$ cat src/rtl/mem16k_rr_arbiter.sv
// mem16k_rr_arbiter: two-requester round-robin arbiter and access sequencer
// for the shared 16 KB single-port memory (4 x 4 KB banks, registered read,
// bank output mux driven by the live address).
//
// Ports
//   clk, rst_n                  clock (rising edge), async active-low reset
//   rN_valid/we/addr/wdata      requester N command (held until rN_ready)
//   rN_ready                    command accepted at the coming edge (combinational)
//   rN_rsp_valid, rN_rdata      one-cycle read response pulse and captured data
//   mem_addr/mem_data_in/mem_we registered memory command pins
//   mem_data_out                memory read data
module mem16k_rr_arbiter #(
  parameter int unsigned ADDR_W = 14,
  parameter int unsigned DATA_W = 8
) (
  input  logic              clk,
  input  logic              rst_n,
  input  logic              r0_valid,
  input  logic              r0_we,
  input  logic [ADDR_W-1:0] r0_addr,
  input  logic [DATA_W-1:0] r0_wdata,
  output logic              r0_ready,
  output logic              r0_rsp_valid,
  output logic [DATA_W-1:0] r0_rdata,
  input  logic              r1_valid,
  input  logic              r1_we,
  input  logic [ADDR_W-1:0] r1_addr,
  input  logic [DATA_W-1:0] r1_wdata,
  output logic              r1_ready,
  output logic              r1_rsp_valid,
  output logic [DATA_W-1:0] r1_rdata,
  output logic [ADDR_W-1:0] mem_addr,
  output logic [DATA_W-1:0] mem_data_in,
  output logic              mem_we,
  input  logic [DATA_W-1:0] mem_data_out
);

  typedef enum logic [1:0] {
    IDLE    = 2'd0,
    CMD     = 2'd1,
    RD_HOLD = 2'd2
  } state_t;

  state_t            state, state_nxt;
  logic              owner, owner_nxt;
  logic              last_grant, last_grant_nxt;
  logic              winner;
  logic [ADDR_W-1:0] mem_addr_nxt;
  logic [DATA_W-1:0] mem_data_in_nxt;
  logic              mem_we_nxt;
  logic              r0_rsp_valid_nxt, r1_rsp_valid_nxt;
  logic [DATA_W-1:0] r0_rdata_nxt, r1_rdata_nxt;

  // State and registered outputs; last_grant resets to 1 so requester 0 wins first
  always_ff @(posedge clk or negedge rst_n) begin
    if (!rst_n) begin
      state        <= IDLE;
      owner        <= 1'b0;
      last_grant   <= 1'b1;
      mem_addr     <= '0;
      mem_data_in  <= '0;
      mem_we       <= 1'b0;
      r0_rsp_valid <= 1'b0;
      r1_rsp_valid <= 1'b0;
      r0_rdata     <= '0;
      r1_rdata     <= '0;
    end else begin
      state        <= state_nxt;
      owner        <= owner_nxt;
      last_grant   <= last_grant_nxt;
      mem_addr     <= mem_addr_nxt;
      mem_data_in  <= mem_data_in_nxt;
      mem_we       <= mem_we_nxt;
      r0_rsp_valid <= r0_rsp_valid_nxt;
      r1_rsp_valid <= r1_rsp_valid_nxt;
      r0_rdata     <= r0_rdata_nxt;
      r1_rdata     <= r1_rdata_nxt;
    end
  end

  // Arbitration, next state and next register values
  always_comb begin
    state_nxt        = state;
    owner_nxt        = owner;
    last_grant_nxt   = last_grant;
    mem_addr_nxt     = mem_addr;
    mem_data_in_nxt  = mem_data_in;
    mem_we_nxt       = mem_we;
    r0_rsp_valid_nxt = 1'b0;
    r1_rsp_valid_nxt = 1'b0;
    r0_rdata_nxt     = r0_rdata;
    r1_rdata_nxt     = r1_rdata;
    r0_ready         = 1'b0;
    r1_ready         = 1'b0;

    // Sole valid requester wins; on contention the one not granted last time
    winner = (r0_valid && r1_valid) ? ~last_grant : r1_valid;

    unique case (state)
      IDLE: begin
        r0_ready = r0_valid && !winner;
        r1_ready = r1_valid && winner;
        if (r0_valid || r1_valid) begin
          state_nxt       = CMD;
          owner_nxt       = winner;
          last_grant_nxt  = winner;
          mem_addr_nxt    = winner ? r1_addr  : r0_addr;
          mem_we_nxt      = winner ? r1_we    : r0_we;
          mem_data_in_nxt = winner ? r1_wdata : r0_wdata;
        end
      end
      CMD: begin
        // Memory samples the command at this edge; a read keeps the address for the bank mux
        mem_we_nxt = 1'b0;
        state_nxt  = mem_we ? IDLE : RD_HOLD;
      end
      RD_HOLD: begin
        state_nxt = IDLE;
        if (owner) begin
          r1_rsp_valid_nxt = 1'b1;
          r1_rdata_nxt     = mem_data_out;
        end else begin
          r0_rsp_valid_nxt = 1'b1;
          r0_rdata_nxt     = mem_data_out;
        end
      end
      default: state_nxt = IDLE;
    endcase
  end

endmodule

$ cat config.mk
export PLATFORM = sky130hd
export DESIGN_NAME = mem16k_rr_arbiter
export DESIGN_NICKNAME = d
export VERILOG_FILES = /design/src/rtl/mem16k_rr_arbiter.sv
export SDC_FILE = /design/constraint.sdc
export NUM_CORES = 1
export LEC_CHECK = 0
export CAP_MARGIN = 0
export CORE_MARGIN = 4
export CORE_UTILIZATION = 41
export CTS_BUF_LIST = sky130_fd_sc_hd__clkbuf_2 sky130_fd_sc_hd__clkbuf_4 sky130_fd_sc_hd__clkbuf_8
export CTS_CLUSTER_DIAMETER = 150
export DETAILED_ROUTE_END_ITERATION = 10
export PLACE_DENSITY = 0.79
export SYNTH_ARGS = -nofsm -noshare
export SYNTH_HDL_FRONTEND = slang
export SYNTH_SLANG_ARGS = --single-unit
$ cat constraint.sdc
create_clock -name clk -period 2 [get_ports clk]
set_input_delay 0.6 -clock clk [delete_from_list [all_inputs] [get_ports clk]]
set_output_delay 0.6 -clock clk [all_outputs]
set_load 0.01 [all_outputs]
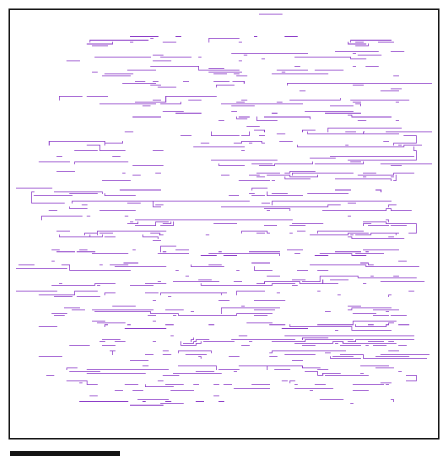
*Metal 1*
Scale bar: 20 um.
- nets with wire on the layer: 265
- share of all routed wire: 43%
- wire length on this layer: 2080 um
- main direction: horizontal
final WL: 4810 um
met1 track demand over resource: 0.224
via count: 1434

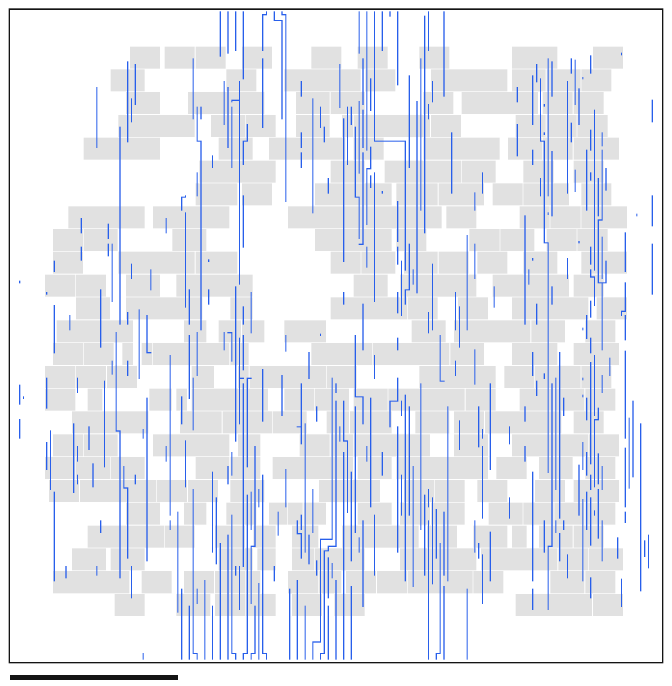
*The metal 2 layer*
Scale bar: 20 um. Cells faint in the background.
- nets with wire on the layer: 271
- share of all routed wire: 46%
- main direction: vertical
GR Layer Usage met2: 0.263

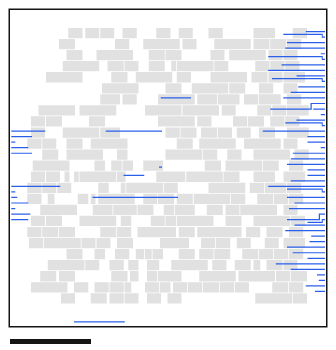
*M3 wires*
Scale bar: 20 um. Cells faint in the background.
- share of all routed wire: 9.6%
- longest straight run: 20.7 um
- main direction: horizontal
- wire length on this layer: 461 um
grt met3 use: 0.0534

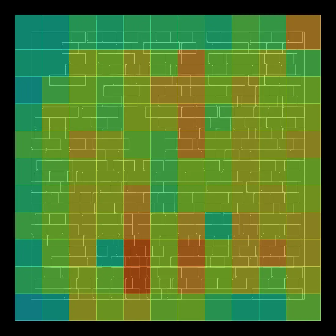
*Routing congestion*
WL/cell: 15.6 um
GRT busiest layer: met2
GRT Resource Usage Total: 0.168

==> results.json <==
{
  "reg2reg_to": "mem_addr[0]",
  "fin_util": 0.693,
  "syn_nets": 186,
  "num-fill-cells": 364,
  "worstSetupPathType": "primary input to output port",
  "syn_avg_cell_area_um2": 15.6,
  "h-tree-depth": 2,
  "tap_cells": 67,
  "yosys_cells": 128,
  "max-cap-violations": 0,
  "io_buffers": 100,
  "wl_met2_um": 2220,
  "hold_class": "primary input to async pin",
  "fmax_ghz": 0.518,
  "finalHoldViolations": 0,
  "syn2layout_area_growth_pct": 64.1,
  "fin_ws_ns": 0.0704,
  "tritoncts": "yes",
  "power_leakage_uw": 0.00141,
  "largest_register": "mem_addr",
  "fin_total_pwr_uw": 4640,
  "met3_length_um": 460,
  "fp.dieW_um": 77.7,
  "n_antenna_cell": 0,
  "lay_top_count": "clkdlybuf4s50_1",
  "synth_cell_types": 21,
  "finalNonFillerCells": 309,
  "antenna_found_initial": 0,
  "mostFrequentLayoutCells": "clkdlybuf4s50_1 (95), dfrtp_1 (44), mux2_2 (43)",
  "edf_count": 0,
  "synth_area_um2": 1990,
  "pre_cts_ws_ns": -0.763,
  "crit_end": "r1_ready",
  "inverters": 2,
  "drc": 0,
  "async_reset_ff_frac": 1.00,
  "ys_sh_aoi": 0.0169,
  "gp_congestion": 0.714,
  "synth-main-ff-cell": "dfrtp_1",
  "ys_warn_count": 0,
  "common_cells": "dfrtp_1 (44), mux2_2 (43), mux2_4 (10)",
  "nets": 299,
  "setup.worst_path.start_class": "primary input",
  "largest_cell_class": "sequential cells",
  "crit_start": "r0_valid",
  "num-clock-buffers": 6,
  "numSynthFlops": 45,
  "rr_worst_depth": 5,
  "io_pins": 101,
  "ys_sh_simple": 0.0220,
  "pwr-share-comb": 0.498,
  "wl_met1_um": 2080,
  "rsz0062_at_grt": "no",
  "flop_area_um2": 1130,
  "drtIter0Drc": 35,
  "switchingPower_uw": 1370,
  "design.seq.count": 45,
  "synth.most_common_cell": "dfrtp_1",
  "run_status": "finished clean",
  "endpoint_kind": "output port",
  "routed_via_density": 4.64,
  "arrival_ns": 1.33,
  "yosys.area.top_type_share": 0.552,
  "ys_area_um2": 1990,
  "clk-power_uw": 709,
  "critPathRequiredTime_ns": 1.40,
  "cts-root-buf": "clkbuf_8",
  "path_clk_slew_ns": 0.08,
  "postCtsResizedCells": 16,
  "p_per_area_nw_per_um2": 1420,
  "largest_area_cell": "dfrtp_1",
  "mux_area_frac": 0.368,
  "drv_slew": 0,
  "fin_tns_setup_ns": 0,
  "fp_util": 0.422,
  "internal_power_uw": 3270,
  "synthCells": 128,
  "logic_gate_count": 75,
  "seq_share": 0.345,
  "seq-power_uw": 1620,
  "slowest_delay_ns": 0.24,
  "p_sw_frac": 0.295,
  "cts_buffers": 5,
  "postCtsSetupBuffers": 2,
  "highest_layer": "met4",
  "die_h_um": 77.7,
  "xor_area_frac": 0,
  "grt_pass1_wl_um": 7970,
  "dpl.hpwl_um": 3690,
  "coreArea_um2": 4720,
  "reg2reg_slack_ns": 0.18,
  "mi_logic_area_um2": 832,
  "clockPowerShare": 0.153,
  "topCombFamilyByArea": "multiplexers",
  "power_leader": "combinational logic",
  "post-route-period-util": 0.965,
  "clock_path_buffers": 2,
  "first_pass_iters": 4,
  "area_leaders": "dfrtp_1 (55%), mux2_2 (24%), mux2_4 (7.5%)",
  "worst_pin_slew_ns": 0.462,
  "comb-cell-share": 0.254,
  "grt_pass1_vias": 1513,
  "grt_overflow": 0,
  "critPathTopFamily": "buffers and inverters",
  "finClkSkew_ns": 0.00594,
  "synth_adder_area_share": 0,
  "fin_crit_ns": 1.93,
  "path_buffers": 2,
  "r2r_start": "last_grant",
  "drive_above_1_share": 0.331,
  "largest_reg_flops": 14,
  "finalInstanceArea_um2": 3270,
  "rows": 25,
  "dpl-instance-area_um2": 3130,
  "ant_nets": 0,
  "warnings": 26,
  "crit_fanout": 3,
  "cts_hold_buf": 0,
  "place_inst": 299,
  "irDropWorstVdd_uv": 775,
  "clock-sinks": 45,
  "die-area_um2": 6040,
  "signal_buffers": 112,
  "crit_chain": "clkdlybuf4s15_1 -> a21bo_4 -> nor3_4 -> buf_2",
  "crit_slowest_cell": "a21bo_4"
}
No activity file was given, so power comes from the tool's default toggle rates.
